### config.mk
export PLATFORM = sky130hd
export DESIGN_NAME = irq_ctrl
export DESIGN_NICKNAME = d
export VERILOG_FILES = /design/src/rtl/irq_pkg.sv /design/src/rtl/irq_prio_enc.sv /design/src/rtl/irq_ctrl.sv
export SDC_FILE = /design/constraint.sdc
export NUM_CORES = 1
export LEC_CHECK = 0
export ABC_AREA = 1
export CAP_MARGIN = 20
export CORE_AREA = 4 4 78 51
export CTS_BUF_LIST = sky130_fd_sc_hd__clkbuf_8 sky130_fd_sc_hd__clkbuf_16
export CTS_CLUSTER_DIAMETER = 150
export DETAILED_ROUTE_END_ITERATION = 10
export DIE_AREA = 0 0 82 55
export PLACE_DENSITY = 0.79
export SETUP_SLACK_MARGIN = 0.3
export SLEW_MARGIN = 20
export SYNTH_ARGS = -nofsm -noshare
export SYNTH_HDL_FRONTEND = slang
export SYNTH_SLANG_ARGS = --single-unit
export TNS_END_PERCENT = 20
### constraint.sdc
create_clock -name clk -period 1.6 [get_ports clk]
set_clock_uncertainty 0.2 [all_clocks]
set_input_delay 0.16 -clock clk [delete_from_list [all_inputs] [get_ports clk]]
set_output_delay 0.16 -clock clk [all_outputs]
set_load 0.05 [all_outputs]
### src/rtl/irq_pkg.sv
`default_nettype none
// ============================================================================
// Module      : irq_pkg
// Description : Shared constants and FSM state encoding for the interrupt
//               controller and the core's dispatch logic.
// Revision    : 1.0 - initial release
// ============================================================================
package irq_pkg;

    localparam int          IRQ_MAX            = 16;
    localparam int          IRQ_ID_W           = $clog2(IRQ_MAX);
    localparam logic [15:0] VEC_BASE_DEFAULT   = 16'h0040;
    localparam int          VEC_STRIDE_DEFAULT = 8;

    typedef enum logic [1:0] {
        IDLE = 2'd0,
        REQ  = 2'd1,
        WAIT = 2'd2
    } irq_state_e;

endpackage
`default_nettype wire

### src/rtl/irq_prio_enc.sv
`default_nettype none
// ============================================================================
// Module      : irq_prio_enc
// Description : Lowest-index-first priority encoder with a valid flag.
// Revision    : 1.0 - initial release
// ============================================================================
module irq_prio_enc
    import irq_pkg::*;
#(
    parameter int WIDTH = 5
) (
    input  logic [WIDTH-1:0]    req,
    output logic                valid,
    output logic [IRQ_ID_W-1:0] idx
);

    // Scan downwards so the lowest set index is the last one written.
    always_comb begin
        valid = |req;
        idx   = '0;
        for (int i = WIDTH - 1; i >= 0; i--) begin
            if (req[i]) begin
                idx = IRQ_ID_W'(i);
            end
        end
    end

endmodule
`default_nettype wire

### src/rtl/irq_ctrl.sv
`default_nettype none
// ============================================================================
// Module      : irq_ctrl
// Description : NUM_IRQ-channel interrupt controller: edge detect, IE/IF
//               registers, fixed-priority vectoring and a four-phase
//               req/ack handshake. IRQ_CTRL_NESTED_EN adds an in-service mask.
// Revision    : 1.0 - initial release
// ============================================================================
module irq_ctrl
    import irq_pkg::*;
#(
    parameter int          NUM_IRQ    = 5,
    parameter logic [15:0] VEC_BASE   = VEC_BASE_DEFAULT,
    parameter int          VEC_STRIDE = VEC_STRIDE_DEFAULT
) (
    input  logic               clk,
    input  logic               rst,
    input  logic [NUM_IRQ-1:0] irq_src,
    input  logic               ie_wr,
    input  logic               if_wr,
    input  logic [NUM_IRQ-1:0] wdata,
    output logic [NUM_IRQ-1:0] int_en,
    output logic [NUM_IRQ-1:0] int_flags,
    output logic               irq_req,
    output logic [15:0]        irq_vec,
    output logic [3:0]         irq_id,
    input  logic               irq_ack,
    output logic               pending
`ifdef IRQ_CTRL_NESTED_EN
    ,
    input  logic               irq_done
`endif
);

    irq_state_e         r_state, w_state_n;
    logic [NUM_IRQ-1:0] r_src_q;
    logic               r_armed;
    logic [NUM_IRQ-1:0] w_rise, w_en_n, w_flags_n, w_id_mask, w_ack_clr;
    logic               w_sel_valid, w_grant_ok;
    logic [3:0]         w_sel;
    logic [15:0]        w_vec;
    logic               w_req_n;
    logic [3:0]         w_id_n;
    logic [15:0]        w_vec_n;

    // r_armed masks the first cycle after reset so a source already high
    // while in reset only loads the history instead of firing.
    assign w_rise  = r_armed ? (irq_src & ~r_src_q) : '0;
    assign pending = |(int_en & int_flags);

    irq_prio_enc #(.WIDTH(NUM_IRQ)) u_sel_enc (
        .req   (int_en & int_flags),
        .valid (w_sel_valid),
        .idx   (w_sel)
    );

    assign w_vec = VEC_BASE + 16'(w_sel) * 16'(VEC_STRIDE);

    always_comb begin
        for (int i = 0; i < NUM_IRQ; i++) begin
            w_id_mask[i] = (irq_id == 4'(i));
        end
    end

    assign w_ack_clr = (r_state == REQ && irq_ack) ? w_id_mask : '0;
    assign w_en_n    = ie_wr ? wdata : int_en;
    assign w_flags_n = ((if_wr ? wdata : int_flags) & ~w_ack_clr) | w_rise;

`ifdef IRQ_CTRL_NESTED_EN
    logic [NUM_IRQ-1:0] r_isr, w_isr_clr;
    logic               w_isr_valid;
    logic [3:0]         w_isr_idx;

    irq_prio_enc #(.WIDTH(NUM_IRQ)) u_isr_enc (
        .req   (r_isr),
        .valid (w_isr_valid),
        .idx   (w_isr_idx)
    );

    assign w_grant_ok = !w_isr_valid || (w_sel < w_isr_idx);

    always_comb begin
        for (int i = 0; i < NUM_IRQ; i++) begin
            w_isr_clr[i] = irq_done && w_isr_valid && (w_isr_idx == 4'(i));
        end
    end

    always_ff @(posedge clk or negedge rst) begin
        if (!rst) begin
            r_isr <= '0;
        end else begin
            r_isr <= (r_isr & ~w_isr_clr) | w_ack_clr;
        end
    end
`else
    assign w_grant_ok = 1'b1;
`endif

    always_comb begin
        w_state_n = r_state;
        w_req_n   = irq_req;
        w_id_n    = irq_id;
        w_vec_n   = irq_vec;
        case (r_state)
            IDLE: begin
                if (w_sel_valid && w_grant_ok) begin
                    w_state_n = REQ;
                    w_req_n   = 1'b1;
                    w_id_n    = w_sel;
                    w_vec_n   = w_vec;
                end
            end
            REQ: begin
                if (irq_ack) begin
                    w_state_n = WAIT;
                    w_req_n   = 1'b0;
                end else if (!(|(w_en_n & w_flags_n & w_id_mask))) begin
                    // Software removed the granted source: withdraw.
                    w_state_n = IDLE;
                    w_req_n   = 1'b0;
                end
            end
            WAIT: begin
                if (!irq_ack) begin
                    w_state_n = IDLE;
                end
            end
            default: begin
                w_state_n = IDLE;
                w_req_n   = 1'b0;
            end
        endcase
    end

    always_ff @(posedge clk or negedge rst) begin
        if (!rst) begin
            r_state   <= IDLE;
            r_src_q   <= '0;
            r_armed   <= 1'b0;
            int_en    <= '0;
            int_flags <= '0;
            irq_req   <= 1'b0;
            irq_id    <= '0;
            irq_vec   <= '0;
        end else begin
            r_state   <= w_state_n;
            r_src_q   <= irq_src;
            r_armed   <= 1'b1;
            int_en    <= w_en_n;
            int_flags <= w_flags_n;
            irq_req   <= w_req_n;
            irq_id    <= w_id_n;
            irq_vec   <= w_vec_n;
        end
    end

endmodule
`default_nettype wire

run_1/m2.png
Drawn at 6 px/um. Cells faint in the background.
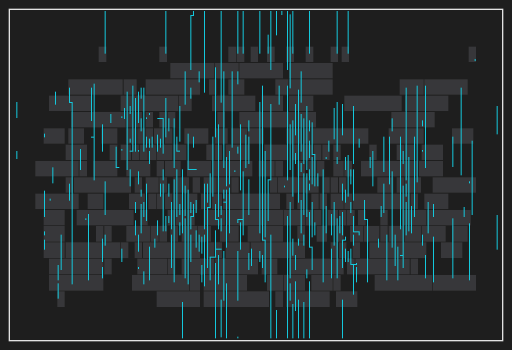
The longest straight run is 30.3 um. 203 nets have wire on it. The layer carries 1560 um of wire.
routed vias: 1176
met2 usage: 26.5%
Detailed Route WL: 3130 um

run_1/class_map.png
Drawn at 4 px/um. Fill, decap, tap and diode cells in grey.
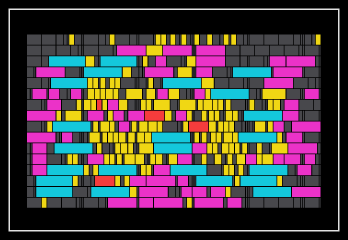
Key: remaining buffers and delay cells = magenta [cells 59]; sequential cells = cyan [cells 23]; remaining logic cells = yellow [cells 136]; clock drivers and dummy loads = red [cells 4]
row cnt: 16
Finished Core Util: 65.7%
post-route cell area: 0.00210 mm2
fraction of area in registers: 28.2%

run_1/port_trees.png
Drawn at 4 px/um.
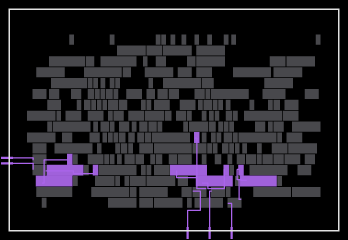
Key: `irq_src` = purple [direction input, end cells 10, buffers 5, wire 115 um]
Port-buffer cells: 33
# IOs: 47

==> reports/metrics.yaml, run 1 <==
violations: "negative setup slack"
ys_seq_elements: 23
cts-resized-gates: 21
post_drt_wl_per_cell_um: 11.7
grt_first_pass_wirelength_um: 5150
grt_use_total_pct: 15.3
core_mm2: 0.00320
antenna_left: 0
simple_gate_share_pct: 25.6
ctsHoldBuffers: 0
synth_area_leader_cell: "dfrtp_1"
ys_types: 19
clk-power_uw: 348
hold_path_class: "input port to asynchronous set/reset pin"
timing.setup.tns_ps: -172
top_cell: "nand2_1"
num-multi-input-gates: 109
hold_viol_final: 0
synth_area_per_cell_um2: 7.55
highest_layer: "met4"
p_comb_uw: 1860
cts_inserted_buffers: 3
clockBufferDepth: 2
clkCellAreaFrac_pct: 2.14
critPathMaxStageDelay_ps: 410
synth_area_mm2: 0.00125
fmax_ghz: 0.591
cts.sinks: 23
fill_cells: 278
end_kind: "flop"
outcome: "finished, violations left"
final-seq-area_um2: 593
setup_viol: 2
switching_power_uw: 1320
crit_path_start: "irq_vec[5]$_DFFE_PN0P_"
cp_num_cells: 13
dp_cells: 247
tap-cell-count: 45
drc: 0
swShare_pct: 43.3
netlist_instances: 165
hpwlAfterDp_um: 2370
final_cells: 267
pwr-share-seq_pct: 27.6
die-area_mm2: 0.00451
required_ps: 1550
dp_slack_ps: -309
critPathKind: "flop to flop"
setup_ws_ps: -93.0
vdd_drop_max_mv: 1.00
grt-busiest-layer: "met2"
cp_max_fo: 2
seq_cells: 23
rsz0062_at_grt: "true"
clkPwrFrac_pct: 11.4
power.group.top: "combinational cells"
grt_use_met1_pct: 19.2
drive_gt1_share_pct: 40.1
syn2layout_area_growth_pct: 68.9
n_clock_buffer: 3
first_iter_violations: 44
antenna_cells: 0
inverters: 27
openroad.warnings: 29
## run 1: cell usage in the layout (no fill, tap or decap)
cell type and instances:
inv_1 21, nand2_1 42, inv_4 1, nand2_2 7, clkdlybuf4s50_1 14, nor2_1 10
clkbuf_8 3, nor3_2 1, conb_1 14, buf_12 19, o21ai_0 2, dfrtp_1 9
a21oi_2 1, nor2_2 3, or2_1 1, dfrtp_2 14, buf_4 16, nand3_1 5
o21ai_4 1, o21ai_1 9, o22ai_1 1, inv_2 6, buf_6 10, o21a_1 5
nand3_2 1, nand2_4 2, nor2_4 4
## run 1: flip-flops by register name (all words and copies together), names as in the netlist
| signal | cells |
|---|---|
| int_en | 5 |
| int_flags | 5 |
| r_src_q | 5 |
| irq_id | 2 |
| irq_vec | 2 |
| r_state | 2 |
| irq_req | 1 |
| r_armed | 1 |
run_1/clock_wires.png
Drawn at 6 px/um.
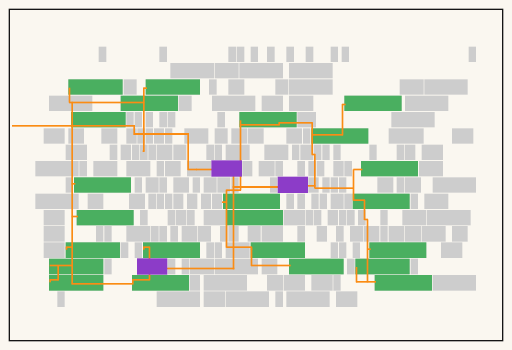

==> run 2: changes to the inputs <==
--- a/config.mk
+++ b/config.mk
@@ -12,6 +12,7 @@
 export CTS_CLUSTER_DIAMETER = 150
 export DETAILED_ROUTE_END_ITERATION = 10
 export DIE_AREA = 0 0 82 55
+export GPL_TIMING_DRIVEN = 0
 export PLACE_DENSITY = 0.79
 export SETUP_SLACK_MARGIN = 0.3
 export SLEW_MARGIN = 20
run_2/clock_wires.png
Drawn at 6 px/um.
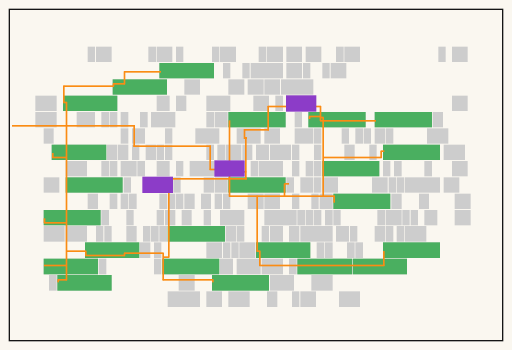
Key: flip-flops = green [count 23]; clock-net drivers = purple [count 3]; clock wires = orange [length 296 um]
There are 4 routed clock nets.
clock-net power: 354 uW
Clock power frac: 13.3%
worst skew pair latency: 260 ps

run_2/class_map.png
Drawn at 4 px/um. Fill, decap, tap and diode cells in grey.
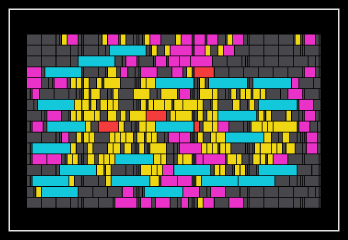
Key: remaining buffers and delay cells = magenta [cells 56]; sequential cells = cyan [cells 23]; clock drivers and dummy loads = red [cells 4]; remaining logic cells = yellow [cells 136]
Core Area: 0.00320 mm2
fraction of area in registers: 32.4%
post-route cell area: 0.00183 mm2

==> run 2 against run 1 <==
Net effect:
- the flow still finishes with violations (negative setup slack)
- synthesized area is the same
- power shrank 13%
- design area shrank 13%
- setup slack gained 35 ps
- global-route usage shrank 2.0 points
- utilization shrank 8.6 points
- largest cell class is now flip-flops and latches
==> reports/metrics.yaml, run 2 <==
ys_warn_count: 0
swShare_pct: 46.9  # +3.6 points
required_ps: 1560  # about the same
tightest_slew_ps: 523
top_cell: "nand2_1"
synth_area_leader_cell: "dfrtp_1"
vias: 1097  # -6.7%
pwr-share-seq_pct: 31.3  # +3.7 points
row_count: 16  # unchanged
power.group.top: "combinational cells"
n_clock_buffer: 3  # unchanged
inverters: 27  # unchanged
tap-cell-count: 45  # unchanged
setup_viol: 1  # -1
top_regs: "int_en (5), int_flags (5), r_src_q (5)"
die-area_mm2: 0.00451  # unchanged
violations: "negative setup slack"
antenna_found_initial: 0
hpwlAfterDp_um: 2250  # -5.3%
drive_gt1_share_pct: 38.4  # -1.7 points
dp_slack_ps: -328  # -18.5 ps
rsz0062_at_grt: "true"
synth_area_per_cell_um2: 7.55  # unchanged
ys_seq_elements: 23  # unchanged
syn2layout_area_growth_pct: 46.7
antenna_left: 0  # unchanged
use_met2_pct: 20.1  # -6.4 points
dp_cells: 253  # +2.4%
end_kind: "flop"
rr_endpoint: "irq_req$_DFFE_PN0P_"
grt_use_total_pct: 13.3  # -2.0 points
r2r_start: "irq_vec[5]$_DFFE_PN0P_"
clkCellAreaFrac_pct: 2.46  # +0.32 points
seq_cells: 23  # unchanged
cts-resized-gates: 89  # +320%
cts_inserted_buffers: 3  # unchanged
critPathMaxStageDelay_ps: 440  # +30 ps
synth_area_mm2: 0.00125  # unchanged
grt-busiest-layer: "met2"
switching_power_uw: 1250  # -5.3%
vdd_drop_max_mv: 0.708  # -29%
ctsHoldBuffers: 0  # unchanged
slew_headroom_pct: 65.1
final_util_pct: 57.1  # -8.6 points
first_iter_violations: 43  # -2.3%
routed_wl_um: 2910  # -7.0%
netlist_instances: 165  # unchanged
cp_max_fo: 5  # +3
clockBufferDepth: 2  # unchanged
hold_viol_final: 0  # unchanged
timing.setup.tns_ps: -57.8  # +115 ps
openroad.warnings: 29  # unchanged
critPathKind: "flop to flop"
fmax_ghz: 0.603  # +2.1%
fill_cells: 304  # +9.4%
ys_types: 19  # unchanged
cts.sinks: 23  # unchanged
hold_path_class: "input port to flop"
setup_ws_ps: -57.8  # +35.2 ps
crit_path_start: "irq_vec[5]$_DFFE_PN0P_"
final-seq-area_um2: 592  # -0.21%
p_comb_uw: 1480  # -20%
num-multi-input-gates: 109  # unchanged
port_buffers: 31  # -6.1%
highest_layer: "met4"
post_drt_wl_per_cell_um: 11.0  # -5.9%
route.met3.wl_um: 196
lay_top_cells: "42 x nand2_1, 22 x buf_4, 21 x inv_1"
lay_top_count: "nand2_1"
antenna_cells: 0  # unchanged
grt_first_pass_wirelength_um: 4490  # -13%
met3_usage_pct: 4.37
drc: 0  # unchanged
final_cells: 264  # -1.1%
outcome: "finished, violations left"
grt_use_met1_pct: 18.2  # -0.97 points
ios: 47  # unchanged
[run 2: netlist changes by cell type in the layout (fill, tap and decap cells not counted), moves of 3 or more]
cell             delta
buf_8               +5
clkdlybuf4s50_1     -3
clkbuf_4            +7
buf_6               -7
buf_4               +6
buf_2               +6
buf_12             -19
[run 2: cell families after synthesis]
| family | synth area share (%) |
|---|---|
| and+or+nand+nor | 25.6 |
| buffers and inverters | 18.6 |
| AOI/OAI and AO/OA | 9.04 |
| other | 0.603 |
| DFF | 46.2 |
[run 2: worst max-delay path: cells and delay by family, from the launching register on]
kind,cells,cell delay (ps)
flip-flops,1,440
AND/OR/NAND/NOR,13,820
buffers and inverters,1,90
run_2/port_trees.png
Drawn at 4 px/um.
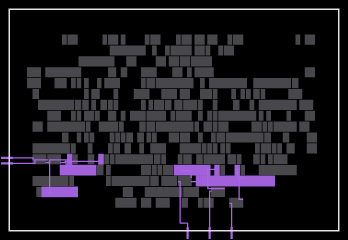

==> run 3: changes to the inputs <==
--- a/config.mk
+++ b/config.mk
@@ -7,11 +7,11 @@
 export LEC_CHECK = 0
 export ABC_AREA = 1
 export CAP_MARGIN = 20
-export CORE_AREA = 4 4 78 51
+export CORE_AREA = 2 2 76 49
 export CTS_BUF_LIST = sky130_fd_sc_hd__clkbuf_8 sky130_fd_sc_hd__clkbuf_16
 export CTS_CLUSTER_DIAMETER = 150
 export DETAILED_ROUTE_END_ITERATION = 10
-export DIE_AREA = 0 0 82 55
+export DIE_AREA = 0 0 78 51
 export GPL_TIMING_DRIVEN = 0
 export PLACE_DENSITY = 0.79
 export SETUP_SLACK_MARGIN = 0.3
run_3/port_trees.png
Drawn at 4 px/um.
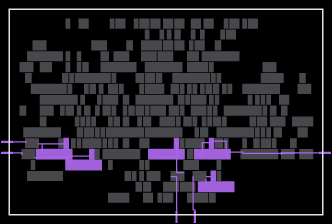
Key: `irq_src` = purple [direction input, end cells 10, buffers 5, wire 112 um]
Port-buffer cells: 31

==> run 3 against run 2 <==
Net effect:
- the run still ends with negative setup slack left
- via count rose by 1.5%
- global-route usage rose by 1.1 points
- clock power barely moved
- sequential power fell by 1%
- first-iteration DRC count rose by 16%
- routed wire length fell by 3.4%
- sequential share of layout area fell by 0.13 points
- die size fell by 12%
- critical path type unchanged
- highest routed layer unchanged
==> reports/metrics.yaml, run 3 <==
clk-power_uw: 356  # about the same
top_cell: "nand2_1"
drive_gt1_share_pct: 37.7  # -0.63 points
cts_inserted_buffers: 3  # unchanged
synth_area_per_cell_um2: 7.55  # unchanged
clkPwrFrac_pct: 13.1  # -0.2 points
synth_adder_area_share_pct: 0  # unchanged
root_buffer: "clkbuf_8"
muxShareOfSynthArea_pct: 0  # unchanged
synth.logic.top_family: "simple AND/OR/NAND/NOR gates"
pwr-share-seq_pct: 30.3  # -1.0 points
fmax_ghz: 0.597  # -1.1%
ys_types: 19  # unchanged
cts.sinks: 23  # unchanged
power.group.top: "combinational cells"
synth_area_leader_cell: "dfrtp_1"
nets: 236
edf_count: 0
hold_depth: 3
final-seq-area_um2: 592  # unchanged
crit_slowest_cell: "dfrtp_2"
row_count: 17  # +1
ys_seq_share_pct: 46.2
post_drt_wl_per_cell_um: 10.5  # -4.4%
gp_congestion: 0.792
core_mm2: 0.00340  # +6.2%
outcome: "finished, violations left"
synth_area_mm2: 0.00125  # unchanged
hold_ws_ps: 52.8
cp-start-kind: "flop"
dp_cells: 255  # +0.79%
cts_tree: "built"
top_regs: "int_en (5), int_flags (5), r_src_q (5)"
grt.overflow.total: 0
ios: 47  # unchanged
drv_slew: 0
hpwlAfterDp_um: 2150  # -4.4%
synthDominantCellAreaShare_pct: 46.2
crit_end: "irq_req$_DFFE_PN0P_"
switching_power_uw: 1260  # +0.41%
p_comb_uw: 1540  # +4%
clockBufferDepth: 2  # unchanged
p_seq_uw: 825
post-route-period-util_pct: 105
timing.setup.tns_ps: -75.9  # -18.1 ps
path_clk_slew_ps: 80
slew_headroom_pct: 65.9  # +0.72 points
grt_use_total_pct: 14.5  # +1.1 points
hold_path_class: "input port to flop"
synthArstFlopShare_pct: 100
mi_logic_area_um2: 541
lay_top_cells: "42 x nand2_1, 22 x inv_1, 17 x buf_4"
syn2layout_area_growth_pct: 47.3
lay_top_count: "nand2_1"
netlist_instances: 165  # unchanged
ys_cells: 165
routed_via_density: 4.17
crit_buf_inv: 0  # -1
ys_warn_count: 0  # unchanged
power.total_uw: 2720
rr_endpoint: "irq_req$_DFFE_PN0P_"
crit_path_start: "irq_id[1]$_DFFE_PN0P_"
ys_seq_elements: 23  # unchanged
cp_max_fo: 6  # +1
p_int_uw: 1470
min_to: "int_en[4]$_DFF_PN0_"
drt-met1-wl_um: 1350
dr.pass1.iters: 4
critPathMaxStageDelay_ps: 460  # +20 ps
setup_viol: 1  # unchanged
ys_top_cells_by_count: "48 x nand2_1, 23 x dfrtp_1, 22 x inv_1, 16 x buf_4, 13 x nor2_1"
crit_chain: "nor3_1, nand2_1, nand2_1, a21oi_2, nor2_2, nand2_1, nand2_2, nand2_1, nand2_1, nand2_1"
violations: "negative setup slack"
r2r_start: "irq_id[1]$_DFFE_PN0P_"
flop_cell: "dfrtp_1"
vdd_drop_max_mv: 0.777  # +9.7%
chipWidth_um: 78
aoi_share_pct: 9.04  # unchanged
grt_max_degree: 24
p_comb_share_pct: 56.6
ys_area_mm2: 0.00125
die_y_um: 51
route.met3.wl_um: 169  # -14%
cp.arrival_ps: 1640
antenna_found_initial: 0  # unchanged
final_cells: 267  # +1.1%
required_ps: 1560  # about the same
openroad.warnings: 29  # unchanged
die-area_mm2: 0.00398  # -12%
rsz0062_at_grt: "true"
cellLeakagePower_uw: 0.000950
end_kind: "flop"
first_iter_violations: 50  # +16%
cp_num_cells: 10  # -4
final_util_pct: 53.9  # -3.1 points
fill_cells: 331  # +8.9%
simple_gate_share_pct: 25.6  # unchanged
reg2reg_slack_ps: -80
grt-busiest-layer: "met2"
fp_util_pct: 36.6
grt_pass1_vias: 959
insertion_delay_ps: 270  # about the same
setup_ws_ps: -75.9  # -18.1 ps
design_area_mm2: 0.00184  # +0.41%
htree_levels: 1
critPathKind: "flop to flop"
grt_use_met1_pct: 19.6  # +1.4 points
wl_met2_um: 1260
highest_layer: "met4"
drc: 0  # unchanged
met3_usage_pct: 4.59  # +0.22 points
hp-start: "ie_wr"
antenna_left: 0  # unchanged
dp_slack_ps: -318  # +9.22 ps
hold_viol_final: 0  # unchanged
timing.final.crit_period_ps: 1680
powerDensity_mw_per_mm2: 1480
r2r_cells: 10
tightest_slew_ps: 512  # -10.8 ps
crit_family: "simple AND/OR/NAND/NOR gates"
synthTopCellsByArea: "dfrtp_1 46%, nand2_1 14%, buf_4 9.6%"
maxCapViolCount: 0
grt_first_pass_wirelength_um: 4410  # -1.7%
path_common_cell: "nand2_1"
synth-xor-area-share_pct: 0  # unchanged
placed_cell_area_mm2: 0.00170
antenna_cells: 0  # unchanged
swShare_pct: 46.1  # -0.77 points
run_3/m2.png
Drawn at 6 px/um. Cells faint in the background.
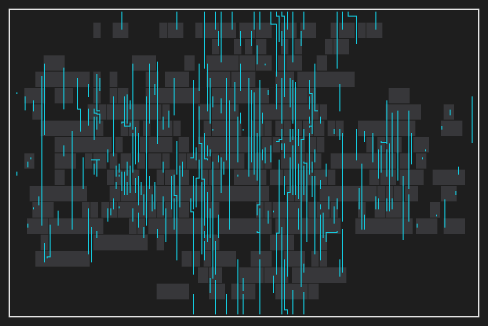
The longest straight run is 24.8 um. The layer carries 1260 um of wire. The layer holds 45% of the routed length.
Detailed Route WL: 2820 um
met2 usage: 23.0%
routed vias: 1113

[run 3: cell counts after synthesis]
Identical to the previous run, type by type.
[run 3: layout make-up]
type	count	area share, %
buffer	18	7.70
clock buffer	3	2.25
clock inverter	1	0.204
inverter	27	5.79
multi-input combinational	109	29.4
sequential	23	32.2
tap	47	3.20
timing repair buffer	39	19.2
[run 3: repair_timing]
| item | in CTS | in global routing |
|---|---|---|
| gates resized | 106 | 22 |
| hold buffers | 0 | 1 |
| setup endpoints to repair | 47 | 19 |
| setup buffers | 4 | 3 |
| endpoints found under the hold margin | 0 | 23 |
| pin swaps | 8 | 4 |
[run 3: cell families after synthesis]
group,Yosys count
AND-OR/OR-AND,19
buffers and inverters,45
AND/OR/NAND/NOR,76
other,2
flip-flops,23

==> screenshots <==
Clock nets.
(a)
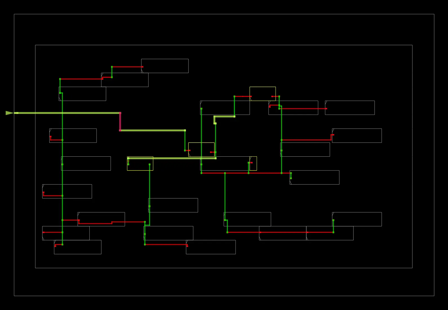
(b)
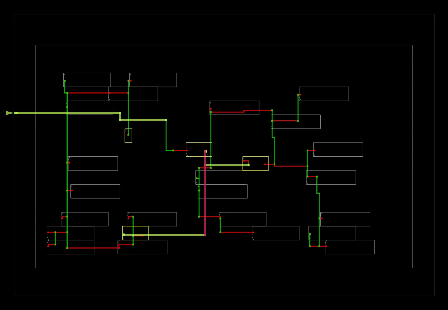
(c)
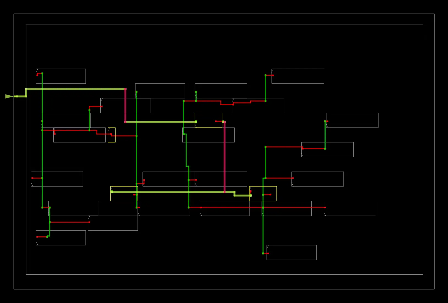
(b) is run 1.
(c) is run 3.
(a) is run 2.

Power is estimated from default activity; no workload was simulated.
